--- src/rtl/pc_seq_pkg.sv ---
// ============================================================================
// Module   : pc_seq_pkg
// Brief    : Shared types and constants for the fetch sequencer.
// Revision : 1.0 - initial release
// ============================================================================
`default_nettype none

package pc_seq_pkg;

    localparam int ADDR_W = 16;

    typedef enum logic [1:0] {
        BOOT  = 2'd0,
        FETCH = 2'd1,
        HOLD  = 2'd2,
        HALT  = 2'd3
    } state_t;

    typedef enum logic [1:0] {
        CAUSE_NONE     = 2'b00,
        CAUSE_TRAP     = 2'b01,
        CAUSE_MISALIGN = 2'b10
    } cause_t;

endpackage

`default_nettype wire

--- src/rtl/pc_next_sel.sv ---
// ============================================================================
// Module   : pc_next_sel
// Brief    : Combinational next-PC / trap-cause priority select for a consume.
// Revision : 1.0 - initial release
// ============================================================================
`default_nettype none

module pc_next_sel
    import pc_seq_pkg::*;
#(
    parameter logic [ADDR_W-1:0] TRAP_VECTOR = 16'h0010,
    parameter logic [ADDR_W-1:0] PC_STEP     = 16'd2
) (
    input  logic [ADDR_W-1:0] i_pc,
    input  logic              i_trap,
    input  logic              i_halt,
    input  logic              i_redirect_valid,
    input  logic [ADDR_W-1:0] i_redirect_target,
    output logic [ADDR_W-1:0] o_next_pc,
    output logic              o_take_trap,
    output cause_t            o_cause,
    output logic              o_halt
);

    always_comb begin
        o_next_pc   = i_pc + PC_STEP;
        o_take_trap = 1'b0;
        o_cause     = CAUSE_NONE;
        o_halt      = 1'b0;
        if (i_trap) begin
            o_next_pc   = TRAP_VECTOR;
            o_take_trap = 1'b1;
            o_cause     = CAUSE_TRAP;
        end else if (i_halt) begin
            o_next_pc = i_pc;
            o_halt    = 1'b1;
        end else if (i_redirect_valid && i_redirect_target[0]) begin
            // Odd target cannot hold a 16-bit instruction: vector to trap.
            o_next_pc   = TRAP_VECTOR;
            o_take_trap = 1'b1;
            o_cause     = CAUSE_MISALIGN;
        end else if (i_redirect_valid) begin
            o_next_pc = i_redirect_target;
        end
    end

endmodule

`default_nettype wire

--- src/rtl/pc_sequencer.sv ---
// ============================================================================
// Module   : pc_sequencer
// Brief    : Program-counter owner; single-outstanding fetch with decode handoff.
// Revision : 1.0 - initial release
// ============================================================================
`default_nettype none

module pc_sequencer
    import pc_seq_pkg::*;
#(
    parameter logic [ADDR_W-1:0] RESET_VECTOR = 16'h0000,
    parameter logic [ADDR_W-1:0] TRAP_VECTOR  = 16'h0010,
    parameter logic [ADDR_W-1:0] PC_STEP      = 16'd2
) (
    input  logic              clock,
    input  logic              reset_n,
    output logic              fetch_req,
    output logic [ADDR_W-1:0] fetch_addr,
    input  logic              fetch_ack,
    input  logic [ADDR_W-1:0] fetch_data,
    output logic              instr_valid,
    output logic [ADDR_W-1:0] instr_out,
    input  logic              instr_ready,
    input  logic              redirect_valid,
    input  logic [ADDR_W-1:0] redirect_target,
    input  logic              trap,
    input  logic              halt,
    output logic [ADDR_W-1:0] pc,
    output logic [ADDR_W-1:0] epc,
    output logic [1:0]        trap_cause,
    output logic              halted
);

    state_t            r_state_q,       w_state_d;
    logic              r_boot_q,        w_boot_d;
    logic [ADDR_W-1:0] r_pc_q,          w_pc_d;
    logic [ADDR_W-1:0] r_epc_q,         w_epc_d;
    cause_t            r_cause_q,       w_cause_d;
    logic [ADDR_W-1:0] r_instr_q,       w_instr_d;
    logic              r_fetch_req_q,   w_fetch_req_d;
    logic              r_instr_valid_q, w_instr_valid_d;
    logic              r_halted_q,      w_halted_d;

    logic [ADDR_W-1:0] w_next_pc;
    logic              w_take_trap;
    cause_t            w_sel_cause;
    logic              w_sel_halt;

    pc_next_sel #(
        .TRAP_VECTOR (TRAP_VECTOR),
        .PC_STEP     (PC_STEP)
    ) u_next_sel (
        .i_pc              (r_pc_q),
        .i_trap            (trap),
        .i_halt            (halt),
        .i_redirect_valid  (redirect_valid),
        .i_redirect_target (redirect_target),
        .o_next_pc         (w_next_pc),
        .o_take_trap       (w_take_trap),
        .o_cause           (w_sel_cause),
        .o_halt            (w_sel_halt)
    );

    always_comb begin
        w_state_d = r_state_q;
        w_boot_d  = r_boot_q;
        w_pc_d    = r_pc_q;
        w_epc_d   = r_epc_q;
        w_cause_d = r_cause_q;
        w_instr_d = r_instr_q;
        case (r_state_q)
            // BOOT spends two edges so the first request follows the 2nd edge.
            BOOT: begin
                if (r_boot_q) w_state_d = FETCH;
                else          w_boot_d  = 1'b1;
            end
            FETCH: begin
                if (fetch_ack) begin
                    w_instr_d = fetch_data;
                    w_state_d = HOLD;
                end
            end
            HOLD: begin
                if (instr_ready) begin
                    if (w_sel_halt) begin
                        w_state_d = HALT;
                    end else begin
                        w_state_d = FETCH;
                        w_pc_d    = w_next_pc;
                        if (w_take_trap) begin
                            w_epc_d   = r_pc_q;
                            w_cause_d = w_sel_cause;
                        end
                    end
                end
            end
            HALT:    w_state_d = HALT;
            default: w_state_d = BOOT;
        endcase
        // Outputs are registered copies of the state being entered.
        w_fetch_req_d   = (w_state_d == FETCH);
        w_instr_valid_d = (w_state_d == HOLD);
        w_halted_d      = (w_state_d == HALT);
    end

    always_ff @(posedge clock or negedge reset_n) begin
        if (!reset_n) begin
            r_state_q       <= BOOT;
            r_boot_q        <= 1'b0;
            r_pc_q          <= RESET_VECTOR;
            r_epc_q         <= '0;
            r_cause_q       <= CAUSE_NONE;
            r_instr_q       <= '0;
            r_fetch_req_q   <= 1'b0;
            r_instr_valid_q <= 1'b0;
            r_halted_q      <= 1'b0;
        end else begin
            r_state_q       <= w_state_d;
            r_boot_q        <= w_boot_d;
            r_pc_q          <= w_pc_d;
            r_epc_q         <= w_epc_d;
            r_cause_q       <= w_cause_d;
            r_instr_q       <= w_instr_d;
            r_fetch_req_q   <= w_fetch_req_d;
            r_instr_valid_q <= w_instr_valid_d;
            r_halted_q      <= w_halted_d;
        end
    end

    assign fetch_req   = r_fetch_req_q;
    assign fetch_addr  = r_pc_q;
    assign pc          = r_pc_q;
    assign instr_valid = r_instr_valid_q;
    assign instr_out   = r_instr_q;
    assign epc         = r_epc_q;
    assign trap_cause  = r_cause_q;
    assign halted      = r_halted_q;

endmodule

`default_nettype wire

--- config.mk ---
export PLATFORM = sky130hd
export DESIGN_NAME = pc_sequencer
export DESIGN_NICKNAME = d
export VERILOG_FILES = /design/src/rtl/pc_seq_pkg.sv /design/src/rtl/pc_next_sel.sv /design/src/rtl/pc_sequencer.sv
export SDC_FILE = /design/constraint.sdc
export NUM_CORES = 1
export LEC_CHECK = 0
export CAP_MARGIN = 20
export CORE_ASPECT_RATIO = 0.8
export CORE_MARGIN = 3
export CORE_UTILIZATION = 40
export CTS_BUF_LIST = sky130_fd_sc_hd__clkbuf_4
export CTS_CLUSTER_DIAMETER = 40
export DETAILED_ROUTE_END_ITERATION = 10
export PLACE_DENSITY = 0.79
export SLEW_MARGIN = 20
export SYNTH_ARGS = -nofsm -noshare
export SYNTH_HDL_FRONTEND = slang
export SYNTH_SLANG_ARGS = --single-unit
--- constraint.sdc ---
create_clock -name clock -period 1.4 [get_ports clock]
set_input_delay 0.35 -clock clock [delete_from_list [all_inputs] [get_ports clock]]
set_output_delay 0.35 -clock clock [all_outputs]
set_load 0.02 [all_outputs]
Fig. 1: M1 wires
The bar under the picture is 20 um long. Supply wires on this layer in grey.
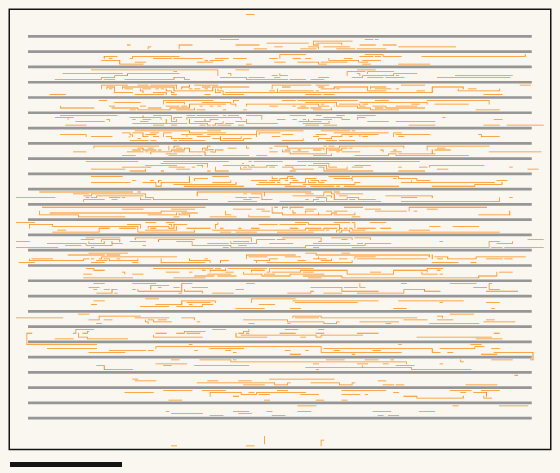
- wire length on this layer: 3500 um
- share of all routed wire: 42%

Fig. 2: the metal 2 layer
The bar under the picture is 20 um long.
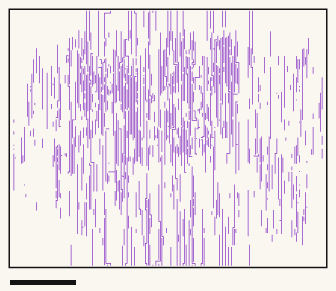
- main direction: vertical
- nets with wire on the layer: 396
- wire length on this layer: 4140 um
- share of all routed wire: 50%

==> results_tabular.tex <==
% Yosys + OpenROAD metrics
\begin{tabular}{lr}
\hline
Metric & Value \\
\hline
\multicolumn{2}{l}{\textbf{Run status}} \\
\quad Result of the run & complete, but fails checks \\
\quad Failing checks & negative setup slack \\
\multicolumn{2}{l}{\textbf{Pwr}} \\
\quad Power per Cell Area & 2028 mW/mm2 \\
\quad Net switching component of the power & 3.603 mW \\
\quad Relative contribution of the clock network to total power & 8.4\% \\
\quad Share of total power in sequential cells & 31.9\% \\
\quad Cell Int Power & between 4 and 5 mW \\
\quad Group drawing the most power & combinational cells \\
\quad Logic gate share of total power & 59.7\% \\
\quad Static leakage power & 2.086 nW \\
\quad Maximum vdd drop & approximately 890 uV \\
\quad Sequential power & 2.74 mW \\
\quad Power consumed by the clock network & 0.718 mW \\
\quad Switching fraction of total power & 41.95\% \\
\multicolumn{2}{l}{\textbf{Yosys}} \\
\quad Post-synthesis chip area from yosys & 0.002602 mm2 \\
\quad Count of distinct cell types in the synthesized netlist & between 40 and 50 \\
\quad Yosys cell count & 226 \\
\quad Post-Syn Area per Cell & 11.52 um2 \\
\quad Fraction of the yosys area taken by sequential cells & 51.92\% \\
\quad Synth Warn \# & 0 \\
\quad Count of mapped cells out of synthesis & 226 \\
\quad Cell type with the largest total area after synthesis & sky130\_fd\_sc\_hd\_\_dfrtp\_1 \\
\quad Post-synth top area share & 51.92\% \\
\quad Ranking of synthesized cells by area & sky130\_fd\_sc\_hd\_\_dfrtp\_1, sky130\_fd\_sc\_hd\_\_mux2\_1, sky130\_fd\_sc\_hd\_\_mux2\_4, sky130\_fd\_sc\_hd\_\_buf\_4, sky130\_fd\_sc\_hd\_\_o2bb2ai\_1 \\
\quad Post-synth design cell area & roughly 0.0026 mm2 \\
\quad Synthesized registers & 54 \\
\multicolumn{2}{l}{\textbf{Clocking}} \\
\quad Cts repair resizes & 277 \\
\quad Root buf cell & sky130\_fd\_sc\_hd\_\_clkbuf\_4 \\
\quad Cts bufs inserted & 5 \\
\quad H-tree lvl count & 2 \\
\quad Clock slew seen by the registers of the worst setup and hold paths & 0.18 ns \\
\quad Clock insertion delay at the later pin of the skew report & roughly 0.4 ns \\
\quad TritonCTS clock tree & built \\
\quad Buffers inserted by post-CTS timing repair & 24 \\
\quad CTS Sinks & 54 \\
\quad Number of hold buffers added after CTS & 1 \\
\quad Maximum root-to-sink buffer count & 2 \\
\multicolumn{2}{l}{\textbf{Critical path}} \\
\quad CP max FO & 4 \\
\quad Crit path max-delay cell type & sky130\_fd\_sc\_hd\_\_dfrtp\_2 \\
\quad Stage delay of the slowest cell on the critical path & 0.45 ns \\
\quad Cell occurring most often along the worst timing path & sky130\_fd\_sc\_hd\_\_buf\_6 \\
\quad R2R setup slack & -0.16 ns \\
\quad Number of cells on the worst reg-to-reg path & 7 \\
\quad Last element of the critical path & fetch\_addr[11]\$\_DFFE\_PN0P\_ \\
\quad CP Cell Sequence & buf\_6, buf\_6, nand4\_1, buf\_6, nor3\_4, a22oi\_2, o2bb2ai\_1 \\
\quad Origin of the critical flop-to-flop path & fetch\_addr[5]\$\_DFFE\_PN0P\_ \\
\quad Nature of the critical path endpoint & register \\
\quad Critical path start-end classification & reg2reg \\
\quad Crit. Startpoint & fetch\_addr[5]\$\_DFFE\_PN0P\_ \\
\quad Data required time of the worst path & between 1.5 and 2 ns \\
\quad Capturing point of the worst reg2reg path & fetch\_addr[11]\$\_DFFE\_PN0P\_ \\
\quad Critical path data arrival time & 1.87 ns \\
\quad Crit path launch type & register \\
\multicolumn{2}{l}{\textbf{STA}} \\
\quad Period utilisation layout & 111.5\% \\
\quad Post-layout min period & 1.561 ns \\
\quad Slew Viols, Final & 0 \\
\quad Number of failing setup endpoints in the final timing report & 23 \\
\quad Unrepaired setup endpoints after global routing & true \\
\quad Hold WS & roughly 0.42 ns \\
\quad Final hold violation count & 0 \\
\quad Highest clock frequency the design can meet & 640.8 MHz \\
\quad Final critical-path setup slack & -0.1607 ns \\
\quad Final clock skew & 0.02879 ns \\
\multicolumn{2}{l}{\textbf{Layout}} \\
\quad Proportion of cell area occupied by registers & 32.26\% \\
\quad Dominant kind of cell by area & buffers \\
\quad Comb gates & 141 \\
\quad Non-clock buffer contribution to total cell area & between 30\% and 40\% \\
\quad Buffers, non-clock & 181 \\
\quad Count of inverters not on the clock network in the layout & 4 \\
\quad Layout overhead on the synthesized area & 62.74\% \\
\quad Net count reported at finish & 427 \\
\quad Sequential standard cell area & 0.001366 mm2 \\
\quad Logic area & between 0.001 and 0.0015 mm2 \\
\quad Layout fillers & between 400 and 500 \\
\quad FF+latch count & between 50 and 60 \\
\quad Fraction of area in clock buffers and inverters & 1.388\% \\
\quad Share of layout cells above drive strength 1 & 51.55\% \\
\quad Number of clock buffers in the layout & 5 \\
\quad Count of antenna diodes in the layout & 0 \\
\quad Share of cell area taken by multi-input logic gates & 29.28\% \\
\quad Number of standard cells in the layout, taps in and fillers out & 469 \\
\multicolumn{2}{l}{\textbf{Floorplan}} \\
\quad Top-level I/O count & around 110 \\
\quad Horizontal die dimension & 96.18 um \\
\quad Placeable Area & 0.006100 mm2 \\
\quad Row count & 25 \\
\quad Vertical extent of the die & 78.15 um \\
\quad Number of well-tap cells placed & 81 \\
\quad FP Util & 42.67\% \\
\quad Die footprint & 0.007516 mm2 \\
\multicolumn{2}{l}{\textbf{Drt}} \\
\quad Total via count in the routed design & between 2000 and 2500 \\
\quad 1st-iter DRT viols & 180 \\
\quad Final routed wirelength across all metal layers & roughly 8.3 mm \\
\quad Remaining DRCs & 0 \\
\quad Average detailed-routed wire length per instance & between 15 and 20 um \\
\quad Number of detailed-route iterations in the first pass & 4 \\
\quad Number of antenna-violating nets in the routed design & 0 \\
\quad Vias per Instance & approximately 5.3 \\
\multicolumn{2}{l}{\textbf{Worst hold path}} \\
\quad Hold Crit Class & in2async \\
\multicolumn{2}{l}{\textbf{Global routing}} \\
\quad Pin count of the biggest net entering global routing & 24 \\
\quad Initial antenna violation count & 0 \\
\quad GR Overflow Total & 0 \\
\quad First-pass GRT wire length & 12.14 mm \\
\quad Met3 Resource Use GR & 4.310\% \\
\quad Via count of the first global-routing pass & 2486 \\
\quad GR peak layer & met2 \\
\quad GR met1 Demand/Resource & 26.93\% \\
\quad Met2 track utilization from global routing & 35.08\% \\
\multicolumn{2}{l}{\textbf{Placement}} \\
\quad Half-perimeter wire length after detailed placement & slightly above 5 mm \\
\quad Buffers on Ports & 104 \\
\quad Global placer's final weighted congestion & 0.8333 \\
\quad Post-Place Cells & 414 \\
\multicolumn{2}{l}{\textbf{Job}} \\
\quad MaxCap Viol Count & 0 \\
\quad Tally of OpenROAD warnings & 29 \\
\hline
\end{tabular}
Fig. 3: signal wires on met3
Cells faint in the background.
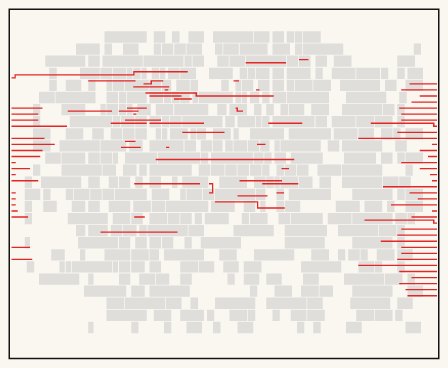
- wire length on this layer: 650 um
- longest straight run: 30.8 um
- nets with wire on the layer: 82
- share of all routed wire: 7.8%

Fig. 4: clock wires, drivers and flops
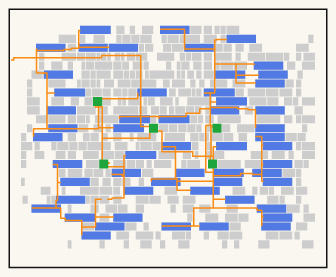
- clock-net drivers: green (count 5)
- clock wires: orange (length 643 um)
- flip-flops: blue (count 54)
- flops lie: all over the die
- routed clock nets: 6

## flip-flops by register name, summed over array words and instances, names as in the netlist
signal	count
trap_cause	2
instr_valid	1
fetch_req	1
halted	1
r_boot_q	1
epc	15
instr_out	16
fetch_addr	15
r_state_q	2
## cell families after synthesis
logic type / after synthesis / share of synthesized area [%]
flip-flops: 54 / 51.92
AND/OR/NAND/NOR: 52 / 11.06
adder cells (fa/ha/maj): 1 / 0.4807
other: 1 / 0.1441
multiplexers: 32 / 15.24
AND-OR/OR-AND: 51 / 12.74
buffers and inverters: 35 / 8.413
## critical path: cells and delay by family (launching register included)
| kind | cells | cell delay (ns) |
|---|---|---|
| simple gates | 2 | 0.35 |
| buf+inv | 3 | 0.41 |
| flops | 1 | 0.45 |
| compound gates | 2 | 0.25 |
## synthesized netlist by cell type, drive strengths merged
cell,number
or2,2
nor3b,2
o31ai,1
clkbuf,7
o21ai,16
mux2i,1
and4bb,1
buf,24
a21o,1
inv,4
nor4,7
o21bai,1
nor3,4
o21a,1
o2bb2ai,10
nor2b,1
ha,1
a21boi,1
a21oi,9
a31oi,2
o22ai,1
a31o,1
a22oi,6
mux2,31
nor2,13
conb,1
nand4,4
and3,1
or3b,1
nand3,5
nand2,9
a22o,1
nand4bb,1
or3,1
dfrtp,54
## through the flow
stage               instance area [um2]  total power [mW]  TNS, ns  util (%)  setup slack [ns]
CTS                                4060             8.054  -0.1089     66.56          -0.04242
finish                             4235             8.588   -1.422     69.44           -0.1607
floorplan                          2680             5.209  -0.6561         -          -0.06227
global placement                   3889             7.309   -22.83     63.75           -0.5691
global route                       4235             9.079   -3.313     69.44           -0.1960
detailed placement                 3889             7.428   -24.22     63.75           -0.6154
## placed cells by master (no fill, tap or decap), types with 4 or more instances in the layout
| master | instances |
|---|---|
| sky130_fd_sc_hd__nand2_1 | 7 |
| sky130_fd_sc_hd__mux2_4 | 15 |
| sky130_fd_sc_hd__dfrtp_1 | 42 |
| sky130_fd_sc_hd__mux2_1 | 16 |
| sky130_fd_sc_hd__a21oi_1 | 9 |
| sky130_fd_sc_hd__nor2_1 | 13 |
| sky130_fd_sc_hd__o21ai_1 | 8 |
| sky130_fd_sc_hd__nand4_1 | 4 |
| sky130_fd_sc_hd__a22oi_1 | 5 |
| sky130_fd_sc_hd__buf_6 | 27 |
| sky130_fd_sc_hd__buf_4 | 57 |
| sky130_fd_sc_hd__o21ai_0 | 8 |
| sky130_fd_sc_hd__dfrtp_2 | 12 |
| sky130_fd_sc_hd__buf_2 | 54 |
| sky130_fd_sc_hd__o2bb2ai_1 | 10 |
| sky130_fd_sc_hd__clkdlybuf4s50_1 | 33 |
| sky130_fd_sc_hd__clkbuf_4 | 5 |
| sky130_fd_sc_hd__dlygate4sd2_1 | 4 |
| sky130_fd_sc_hd__nor4_4 | 4 |
## metal layers
| layer | vias to the layer above | routed length, um |
|---|---|---|
| li1 | 1124 | - |
| met1 | 1240 | 3496 |
| met2 | 121 | 4136 |
| met3 | 11 | 649 |
| met4 | 0 | 58 |
| met5 | - | 0 |
No activity file was given, so power comes from the tool's default toggle rates.
